### Layout detail, run 1

Window x 8 to 33, y 50 to 75 um. Cells in gray, sequential cells in the stronger gray; small squares are vias.
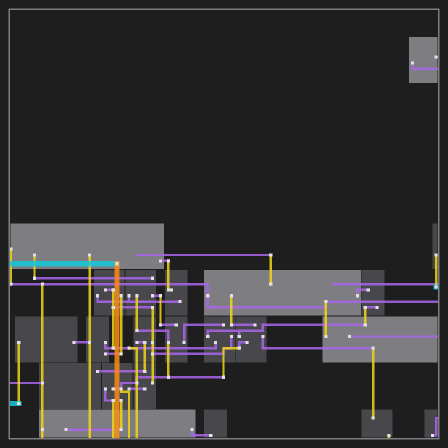
### Cells colored by class, run 1

Drawn at 4 px/um.
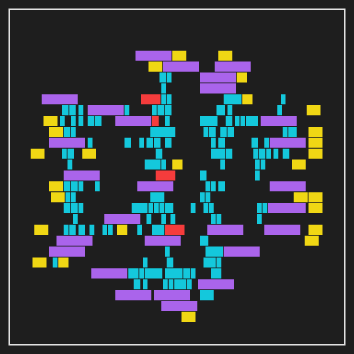
### Routing congestion map, run 1

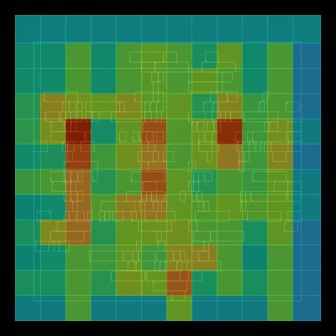
<file path="src/rtl/spi_buffer_drain_if.sv">
`default_nettype none
// ============================================================================
//  Module      : spi_buffer_drain_if
//  Description : Buffer read port plus SPI master pins of the buffer drainer.
//  Revision    : 1.0 - initial release
// ============================================================================
interface spi_buffer_drain_if;
  logic       full;
  logic [7:0] byte_in;
  logic [4:0] addr;
  logic       read;
  logic       buf_clr;
  logic       sclk;
  logic       mosi;
  logic       cs_n;
  logic       busy;
  logic       done;

  modport master (
    input  full, byte_in,
    output addr, read, buf_clr, sclk, mosi, cs_n, busy, done
  );

  modport slave (
    output full, byte_in,
    input  addr, read, buf_clr, sclk, mosi, cs_n, busy, done
  );
endinterface
`default_nettype wire

</file>
<file path="src/rtl/spi_buffer_drain.sv">
`default_nettype none
// ============================================================================
//  Module      : spi_buffer_drain
//  Description : Drains a full byte buffer onto SPI (mode 0, MSB first) in one
//                chip-select frame, then requests a buffer clear.
//  Revision    : 1.0 - initial release
// ============================================================================
module spi_buffer_drain #(
  parameter int CLK_DIV = 4,
  parameter int NBYTES  = 32
) (
  input  logic               i_clk,
  input  logic               i_rst,
  spi_buffer_drain_if.master bus
);

  localparam int              DIVW        = (CLK_DIV > 1) ? $clog2(CLK_DIV) : 1;
  localparam logic [DIVW-1:0] c_DIV_LAST  = DIVW'(CLK_DIV - 1);
  localparam logic [DIVW-1:0] c_DIV_ONE   = DIVW'(1);
  localparam logic [4:0]      c_LAST_ADDR = 5'(NBYTES - 1);

  localparam logic [2:0] c_IDLE   = 3'd0;
  localparam logic [2:0] c_FETCH  = 3'd1;
  localparam logic [2:0] c_LATCH  = 3'd2;
  localparam logic [2:0] c_SHIFT  = 3'd3;
  localparam logic [2:0] c_NEXT   = 3'd4;
  localparam logic [2:0] c_FINISH = 3'd5;

  logic [2:0]      r_state,   w_state_nxt;
  logic            r_armed,   w_armed_nxt;
  logic [4:0]      r_addr,    w_addr_nxt;
  logic            r_read,    w_read_nxt;
  logic            r_buf_clr, w_buf_clr_nxt;
  logic            r_sclk,    w_sclk_nxt;
  logic            r_mosi,    w_mosi_nxt;
  logic            r_cs_n,    w_cs_n_nxt;
  logic            r_busy,    w_busy_nxt;
  logic            r_done,    w_done_nxt;
  logic [7:0]      r_shift,   w_shift_nxt;
  logic [DIVW-1:0] r_div,     w_div_nxt;
  logic [2:0]      r_bitcnt,  w_bitcnt_nxt;

  logic w_start;
  logic w_tick;
  logic w_last_fall;
  logic w_last_byte;

  // ARMED guards against restarting on a FULL that was never seen low.
  assign w_start     = bus.full & r_armed;
  assign w_tick      = (r_div == c_DIV_LAST);
  assign w_last_fall = w_tick & r_sclk & (r_bitcnt == 3'd7);
  assign w_last_byte = (r_addr == c_LAST_ADDR);

  always_ff @(posedge i_clk or posedge i_rst) begin
    if (i_rst) begin
      r_state   <= c_IDLE;
      r_armed   <= 1'b0;
      r_addr    <= '0;
      r_read    <= 1'b0;
      r_buf_clr <= 1'b0;
      r_sclk    <= 1'b0;
      r_mosi    <= 1'b0;
      r_cs_n    <= 1'b1;
      r_busy    <= 1'b0;
      r_done    <= 1'b0;
      r_shift   <= '0;
      r_div     <= '0;
      r_bitcnt  <= '0;
    end else begin
      r_state   <= w_state_nxt;
      r_armed   <= w_armed_nxt;
      r_addr    <= w_addr_nxt;
      r_read    <= w_read_nxt;
      r_buf_clr <= w_buf_clr_nxt;
      r_sclk    <= w_sclk_nxt;
      r_mosi    <= w_mosi_nxt;
      r_cs_n    <= w_cs_n_nxt;
      r_busy    <= w_busy_nxt;
      r_done    <= w_done_nxt;
      r_shift   <= w_shift_nxt;
      r_div     <= w_div_nxt;
      r_bitcnt  <= w_bitcnt_nxt;
    end
  end

  always_comb begin
    w_state_nxt = r_state;
    case (r_state)
      c_IDLE:   if (w_start) w_state_nxt = c_FETCH;
      c_FETCH:  w_state_nxt = c_LATCH;
      c_LATCH:  w_state_nxt = c_SHIFT;
      c_SHIFT:  if (w_last_fall) w_state_nxt = c_NEXT;
      c_NEXT:   w_state_nxt = w_last_byte ? c_FINISH : c_FETCH;
      c_FINISH: w_state_nxt = c_IDLE;
      default:  w_state_nxt = c_IDLE;
    endcase
  end

  always_comb begin
    w_armed_nxt   = r_armed;
    w_addr_nxt    = r_addr;
    w_read_nxt    = 1'b0;
    w_buf_clr_nxt = 1'b0;
    w_done_nxt    = 1'b0;
    w_sclk_nxt    = r_sclk;
    w_mosi_nxt    = r_mosi;
    w_cs_n_nxt    = r_cs_n;
    w_busy_nxt    = r_busy;
    w_shift_nxt   = r_shift;
    w_div_nxt     = r_div;
    w_bitcnt_nxt  = r_bitcnt;
    case (r_state)
      c_IDLE: begin
        if (!bus.full) w_armed_nxt = 1'b1;
        if (w_start) begin
          w_armed_nxt = 1'b0;
          w_cs_n_nxt  = 1'b0;
          w_addr_nxt  = '0;
          w_read_nxt  = 1'b1;
          w_busy_nxt  = 1'b1;
        end
      end
      c_LATCH: begin
        w_shift_nxt  = bus.byte_in;
        w_mosi_nxt   = bus.byte_in[7];
        w_div_nxt    = '0;
        w_bitcnt_nxt = '0;
      end
      c_SHIFT: begin
        if (w_tick) begin
          w_div_nxt  = '0;
          w_sclk_nxt = ~r_sclk;
          // Data advances only on the falling edge so the slave sees it settled at the rise.
          if (r_sclk && (r_bitcnt != 3'd7)) begin
            w_bitcnt_nxt = r_bitcnt + 3'd1;
            w_shift_nxt  = {r_shift[6:0], 1'b0};
            w_mosi_nxt   = r_shift[6];
          end
        end else begin
          w_div_nxt = r_div + c_DIV_ONE;
        end
      end
      c_NEXT: begin
        if (w_last_byte) begin
          w_cs_n_nxt    = 1'b1;
          w_done_nxt    = 1'b1;
          w_buf_clr_nxt = 1'b1;
          w_mosi_nxt    = 1'b0;
        end else begin
          w_addr_nxt = r_addr + 5'd1;
          w_read_nxt = 1'b1;
        end
      end
      c_FINISH: w_busy_nxt = 1'b0;
      default: ;
    endcase
  end

  assign bus.addr    = r_addr;
  assign bus.read    = r_read;
  assign bus.buf_clr = r_buf_clr;
  assign bus.sclk    = r_sclk;
  assign bus.mosi    = r_mosi;
  assign bus.cs_n    = r_cs_n;
  assign bus.busy    = r_busy;
  assign bus.done    = r_done;

endmodule
`default_nettype wire
</file>
<file path="src/flat_wrapper.sv">
// flat-port wrapper written by rule: the top's interface ports become plain ports
module spi_buffer_drain_flat 
#(
  parameter int CLK_DIV = 4,
  parameter int NBYTES  = 32
)
  (i_clk, i_rst, bus_full, bus_byte_in, bus_addr, bus_read, bus_buf_clr, bus_sclk, bus_mosi, bus_cs_n, bus_busy, bus_done);
  spi_buffer_drain_if bus_i ();
  input  logic i_clk;
  input  logic i_rst;
  input wire logic [$bits(bus_i.full)-1:0] bus_full;
  input wire logic [$bits(bus_i.byte_in)-1:0] bus_byte_in;
  output wire logic [$bits(bus_i.addr)-1:0] bus_addr;
  output wire logic [$bits(bus_i.read)-1:0] bus_read;
  output wire logic [$bits(bus_i.buf_clr)-1:0] bus_buf_clr;
  output wire logic [$bits(bus_i.sclk)-1:0] bus_sclk;
  output wire logic [$bits(bus_i.mosi)-1:0] bus_mosi;
  output wire logic [$bits(bus_i.cs_n)-1:0] bus_cs_n;
  output wire logic [$bits(bus_i.busy)-1:0] bus_busy;
  output wire logic [$bits(bus_i.done)-1:0] bus_done;
  assign bus_i.full = bus_full;
  assign bus_i.byte_in = bus_byte_in;
  assign bus_addr = bus_i.addr;
  assign bus_read = bus_i.read;
  assign bus_buf_clr = bus_i.buf_clr;
  assign bus_sclk = bus_i.sclk;
  assign bus_mosi = bus_i.mosi;
  assign bus_cs_n = bus_i.cs_n;
  assign bus_busy = bus_i.busy;
  assign bus_done = bus_i.done;
  spi_buffer_drain #(.CLK_DIV(CLK_DIV), .NBYTES(NBYTES)) u_core (.i_clk(i_clk), .i_rst(i_rst), .bus(bus_i));
endmodule
</file>
<file path="config.mk">
export PLATFORM = sky130hd
export DESIGN_NAME = spi_buffer_drain_flat
export DESIGN_NICKNAME = d
export VERILOG_FILES = /design/src/rtl/spi_buffer_drain_if.sv /design/src/rtl/spi_buffer_drain.sv /design/src/flat_wrapper.sv
export SDC_FILE = /design/constraint.sdc
export NUM_CORES = 1
export LEC_CHECK = 0
export ABC_AREA = 1
export CORE_MARGIN = 5
export CORE_UTILIZATION = 25
export DETAILED_ROUTE_END_ITERATION = 10
export GPL_ROUTABILITY_DRIVEN = 0
export PLACE_DENSITY = 0.42
export SLEW_MARGIN = 20
export SYNTH_ARGS = -nofsm -noshare
export SYNTH_HDL_FRONTEND = slang
export SYNTH_SLANG_ARGS = --single-unit
</file>
<file path="constraint.sdc">
create_clock -name i_clk -period 1.8 [get_ports i_clk]
set_clock_uncertainty 0.1 [all_clocks]
set_input_delay 0.18 -clock i_clk [delete_from_list [all_inputs] [get_ports i_clk]]
set_output_delay 0.18 -clock i_clk [all_outputs]
set_load 0.02 [all_outputs]
</file>
==> results.txt, run 1 <==
flow finished, numbers: outcome finished clean, Row Count 26, CP Max Fanout 2, maximum VDD drop 0.242 mV, setup TNS 0 ps, met3 Usage GRT 2.07%, post-route ant nets 0, RSZ-0062 raised after global routing no, tally of OpenROAD warnings 26, TritonCTS buffer count 3, biggest area cells dfrtp_1, nand2_1, o21ai_0, inv_1, ha_1, Initial DRC Count 23, Mapped Cells 158, Clk Latency, worst-skew pair 280 ps, Pwr per Cell Area around 590 mW/mm2, Chip Area, Yosys 0.00135 mm2, final hold violation count 0, top cell family by delay on the critical path buffers and inverters, Area leader share between 40 and 50%, max-cap check violation count 0, fraction of layout cells with a size suffix above 1 between 10% and 20%, I/O pins 23, Yosys Instances 158, WP data arrival 1420 ps, Final min period 1700 ps, final WL 2.88 mm, TritonCTS clock tree done, Worst Hold Class in -> async, H-tree depth 1, Mapped Area roughly 0.0014 mm2, Tot Pwr 1.02 mW, yosys warns 0, Critical Path End Type primary output, most frequent logic cell in the layout nand2_1, Max Root-Sink Buffers 2, critical path's largest stage delay 590 ps, Post-Syn Area per Cell 8.55 um2, met2 Use GR 15.0%, clock root cell clkbuf_8, most frequent cells in the layout nand2_1, dfrtp_1, clkdlybuf4s50_1, critical path class reg -> out, largest area contributor in the netlist dfrtp_1, Fmax 0.588 GHz, Post-CTS Setup Inserts 0, syn nets 174, largest net degree at the start of global routing 28, Crit-path slowest cell clkdlybuf4s50_1, full die area 0.00698 mm2, sequential area share after synthesis 50.1%, DIE WIDTH 83.5 um, first-pass GRT wire length 4.89 mm, fp_density 26.1%, antenna violations before repair 0, nets 202, number of global-route vias before repair about 1100, total gr overflow 0, CP Data Required Time 1520 ps, drt drc 0, Slew Viols, Final 0, vias per inst approximately 4.4, slew of the pin with the lowest slew margin 407 ps, Clock Sinks 27, clk slew on worst S/H paths 100 ps, Cell Chain, Critical Path clkdlybuf4s50_1, Area Growth Syn to Fin 27.0%, DR pass1 iterations 4, Final Setup Violations 0, wire per inst 11.3 um, Port Buf Inserts 22, Die H 83.5 um, R2R Setup Slk between 150 and 200 ps, slew margin rel. 72.8%, GR peak layer met2, core area 0.00517 mm2, routing usage on met1 10.2%, Post-DP HPWL about 2.2 mm, Leak 0.810 nW, Worst Setup Start Kind flop, cycle use final between 90% and 100%, Ant. Diodes 0
About 'Layout detail':
Key: M4 = orange; M2 = yellow; M3 = cyan; M1 = purple
20 logic cells have their middle in the window. Netlist names of flops here include u_core.r_shift (3), u_core.r_state (1). Sequential cells in the window: 4. Most frequent: o21ai_0 (5).

About 'Cells colored by class':
Key: sequential cells = purple [cells 27, share of their area 42%]; remaining logic cells = cyan [cells 127, share of their area 40%]; remaining buffers and delay cells = yellow [cells 27, share of their area 16%]; clock drivers and dummy loads = red [cells 4, share of their area 2.8%]

About 'Routing congestion map':
total track usage: 8.53%
final core occ: 33.2%

-- run 1: through the flow --
| step | setup slack, ps | util, % | instance area [um2] | hold slack [ps] | std cells |
|---|---|---|---|---|---|
| 6_report | 101 | 33.2 | 1720 | 143 | 255 |
| 5_1_grt | 3.38 | 33.2 | 1720 | 201 | 255 |
| 4_1_cts | 74.1 | 33.0 | 1710 | 160 | 255 |
| 3_5_place_dp | 93.2 | 32.1 | 1660 | 355 | 251 |
| 3_3_place_gp | 90.3 | 32.1 | 1660 | 355 | 251 |
| 2_1_floorplan | 146 | - | 1350 | 132 | 158 |
-- run 1: synthesized netlist by cell type --
cell type and number:
o21ai_0 21, nand4_1 2, buf_4 2, nand3_2 2, nand2_1 49, dfstp_2 1, nor2_1 5, inv_1 18
nor3_1 1, nand3_1 11, o31ai_1 2, clkbuf_8 1, nor2_2 1, a21oi_1 2, a21oi_2 1, a22o_1 1
inv_2 1, ha_1 5, xnor2_1 2, dfrtp_1 26, nor2_4 2, buf_2 1, nand3_4 1
-- run 1: metal layers --
metal / vias up / part of all wire, %
li1: 567 / -
met1: 512 / 46
met2: 28 / 48
met3: 5 / 5.2
met4: 0 / 1.5
met5: - / 0
-- run 1: cell families after synthesis --
kind of cell	Yosys count	synth area share [%]
flops	27	50.1
xor+xnor	2	1.30
fa+ha+maj	5	4.63
buf+inv	23	7.78
simple gates	74	25.3
compound gates	27	10.9
-- run 1: worst paths after layout --
path                       depth (start not counted)               start           endpoint
setup / recovery                                   1     u_core.bus.cs_n           bus_cs_n
hold / removal                                     3               i_rst  u_core.r_shift[4]
setup reg to reg                                   8  u_core.r_bitcnt[0]  u_core.r_shift[1]
hold reg to reg                                    2     u_core.bus.cs_n    u_core.bus.cs_n
max in group asynchronous                          3               i_rst    u_core.bus.cs_n
min in group i_clk                                 2     u_core.bus.cs_n    u_core.bus.cs_n
-- run 1: repair_timing --
| action | CTS | global route |
|---|---|---|
| setup endpoints to repair | 0 | 2 |
| resized | 0 | 2 |
| hold buffers | 0 | 0 |
-- run 1: flip-flops by register name, indices dropped and copies added (netlist names) --
register,flops
u_core.bus.busy,1
u_core.bus.cs_n,1
u_core.bus.done,1
u_core.bus.sclk,1
u_core.bus.read,1
u_core.r_armed,1
u_core.r_div,2
u_core.bus.mosi,1
u_core.bus.addr,5
u_core.r_bitcnt,3
u_core.r_shift,7
u_core.r_state,3
-- run 1: where the power goes --
part	internal [mW]	switching, mW	leakage [nW]
registers	0.609	0.00196	0.307
logic	0.0245	0.0204	0.478
clock network	0.156	0.206	0.0255
-- run 1: final cells by class --
class | count | area (um2)
Sequential cell | 27 | 677
Fill cell | 535 | 3460
Timing Repair Buffer | 27 | 258
Multi-Input combinational cell | 108 | 577
Inverter | 19 | 71.3
Clock inverter | 1 | 5.00
Clock buffer | 3 | 41.3
Tap cell | 70 | 87.6
==> run 2, diff against run 1 <==
--- a/config.mk
+++ b/config.mk
@@ -11,7 +11,6 @@
 export DETAILED_ROUTE_END_ITERATION = 10
 export GPL_ROUTABILITY_DRIVEN = 0
 export PLACE_DENSITY = 0.42
-export SLEW_MARGIN = 20
 export SYNTH_ARGS = -nofsm -noshare
 export SYNTH_HDL_FRONTEND = slang
 export SYNTH_SLANG_ARGS = --single-unit
### Cells colored by class, run 2

Drawn at 4 px/um.
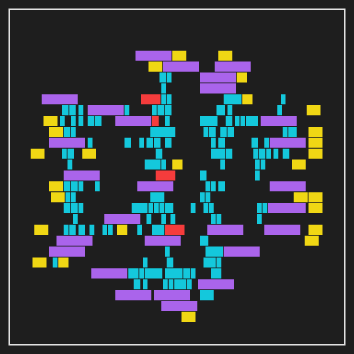
Key: sequential cells = purple [cells 27, share of their area 42%]; clock drivers and dummy loads = red [cells 4, share of their area 2.8%]; remaining buffers and delay cells = yellow [cells 27, share of their area 16%]; remaining logic cells = cyan [cells 127, share of their area 40%]

### Drive-strength map, run 2

Drawn at 4 px/um.
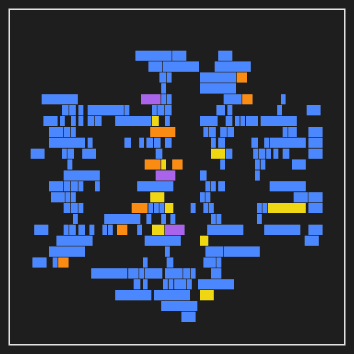
Key: x1 and smaller = blue [cells 165, share 89%, most used nand2_1]; x3 and x4 = orange [cells 8, share 4.3%, most used buf_4]; x2 = yellow [cells 9, share 4.9%, most used nand3_2]; x6 and larger = purple [cells 3, share 1.6%, most used clkbuf_8]

==> results.txt, run 2 <==
flow finished, numbers: tally of OpenROAD warnings 26 (unchanged), Crit-path slowest cell clkdlybuf4s50_1 (unchanged), DR pass1 iterations 4 (unchanged), switch share 22.4% (unchanged), Post-CTS Setup Inserts 0 (unchanged), WP data arrival 1420 ps (about the same), Row Count 26 (unchanged), metal2 WL 1.37 mm (unchanged), Leak 0.810 nW (unchanged), R2R Setup Slk 160 ps (about the same), CP Max Fanout 2 (unchanged), Critical Path End Type primary output (unchanged), Post-Syn Area per Cell 8.55 um2 (unchanged), wl on met1 1.31 mm (unchanged), Gate power share 4.4% (about the same), Clock Sinks 27 (unchanged), Clk network pwr share 35.5% (about the same), cycle use final 94.4% (unchanged), worst flop-to-flop path endpoint u_core.r_shift[1] (unchanged), commonest cells in the netlist nand2_1, dfrtp_1, o21ai_0, inv_1, nand3_1 (unchanged), WL met3 149 um (unchanged), largest net degree at the start of global routing 28 (unchanged), yosys warns 0 (unchanged), Clk Latency, worst-skew pair 280 ps (about the same), wire per inst 11.3 um (unchanged), RSZ-0062 raised after global routing no (unchanged), setup TNS 0 ps (unchanged), vias per inst 4.36 (unchanged), most frequent logic cell in the layout nand2_1 (unchanged), hold buffer count at cts 0 (unchanged), DIE WIDTH 83.5 um (unchanged), total track usage 8.53% (unchanged), max-cap check violation count 0 (unchanged), Final Setup Violations 0 (unchanged), Ant. Diodes 0 (unchanged), outcome finished clean (unchanged), top cell family by delay on the critical path buffers and inverters (unchanged), Cell Chain, Critical Path clkdlybuf4s50_1 (unchanged), I/O pins 23 (unchanged), largest area contributor in the netlist dfrtp_1 (unchanged), Yosys Instances 158 (unchanged), P_int 790 uW (unchanged), number of global-route vias before repair 1092 (unchanged), number of enable flip-flop cells 0 (unchanged), Synth top cell by count nand2_1 (unchanged), critical path's largest stage delay 590 ps (about the same), maximum VDD drop 0.242 mV (unchanged), fp_density 26.1% (unchanged), Slew Viols, Final 0 (unchanged), Chip Area, Yosys 0.00135 mm2 (unchanged), Post-DP HPWL 2.20 mm (unchanged), share of power burned in registers 60.1% (about the same), Die H 83.5 um (unchanged), Final min period 1700 ps (unchanged)
## run 2: cell counts after synthesis
No cell type changed its count.
## run 2: area by class of cell
| type | instances | area (um2) |
|---|---|---|
| clock inverter | 1 | 5.00 |
| multi-input combinational | 108 | 577 |
| timing repair buffer | 27 | 258 |
| sequential | 27 | 677 |
| tap | 70 | 87.6 |
| fill | 535 | 3460 |
| clock buffer | 3 | 41.3 |
| inverter | 19 | 71.3 |
## run 2: logic make-up after synthesis
family                     Yosys count  synth area share (%)
and+or+nand+nor                     74                  25.3
AOI/OAI and AO/OA                   27                  10.9
DFF                                 27                  50.1
buffers and inverters               23                  7.78
adders and majority gates            5                  4.63
xor gates and xnor gates             2                  1.30
## run 2: metal layers
metal | track usage, % | up-vias
met5 | 0 | -
met3 | 2.07 | 5
met2 | 15.0 | 28
met4 | 2.63 | 0
li1 | - | 567
met1 | 10.2 | 512
## run 2: how the worst max path moves through the flow
stage | from | endpoint | cells past startpoint | slack [ps]
floorplan | u_core.bus.addr[0] | u_core.bus.addr[2] | 8 | 150
CTS | u_core.r_bitcnt[0] | u_core.r_bitcnt[0] | 8 | 70
finish | u_core.bus.cs_n | bus_cs_n | 1 | 100
detailed placement | u_core.r_bitcnt[0] | u_core.r_bitcnt[0] | 8 | 90
global placement | u_core.r_bitcnt[0] | u_core.r_bitcnt[0] | 8 | 90
global route | u_core.bus.addr[0] | u_core.bus.addr[2] | 9 | 3
## run 2: power by group through the flow
stage	combinational [mW]	sequential [mW]	clock, mW
6_report	0.0449	0.611	0.361
5_1_grt	0.0516	0.612	0.395
4_1_cts	0.0467	0.611	0.373
3_5_place_dp	0.0466	0.623	0
3_3_place_gp	0.0465	0.623	0
2_1_floorplan	0.0142	0.624	0
## run 2: per-stage QoR
step	area, um2	hold WS, ps	cells	utilization, %	setup WS, ps
after floorplan	1350	132	158	-	146
after global placement	1660	355	251	32.1	90.3
after detailed placement	1660	355	251	32.1	93.2
after CTS	1710	160	255	33.0	74.1
after global routing	1720	201	255	33.2	3.38
final	1720	143	255	33.2	101
No activity file was given, so power comes from the tool's default toggle rates.
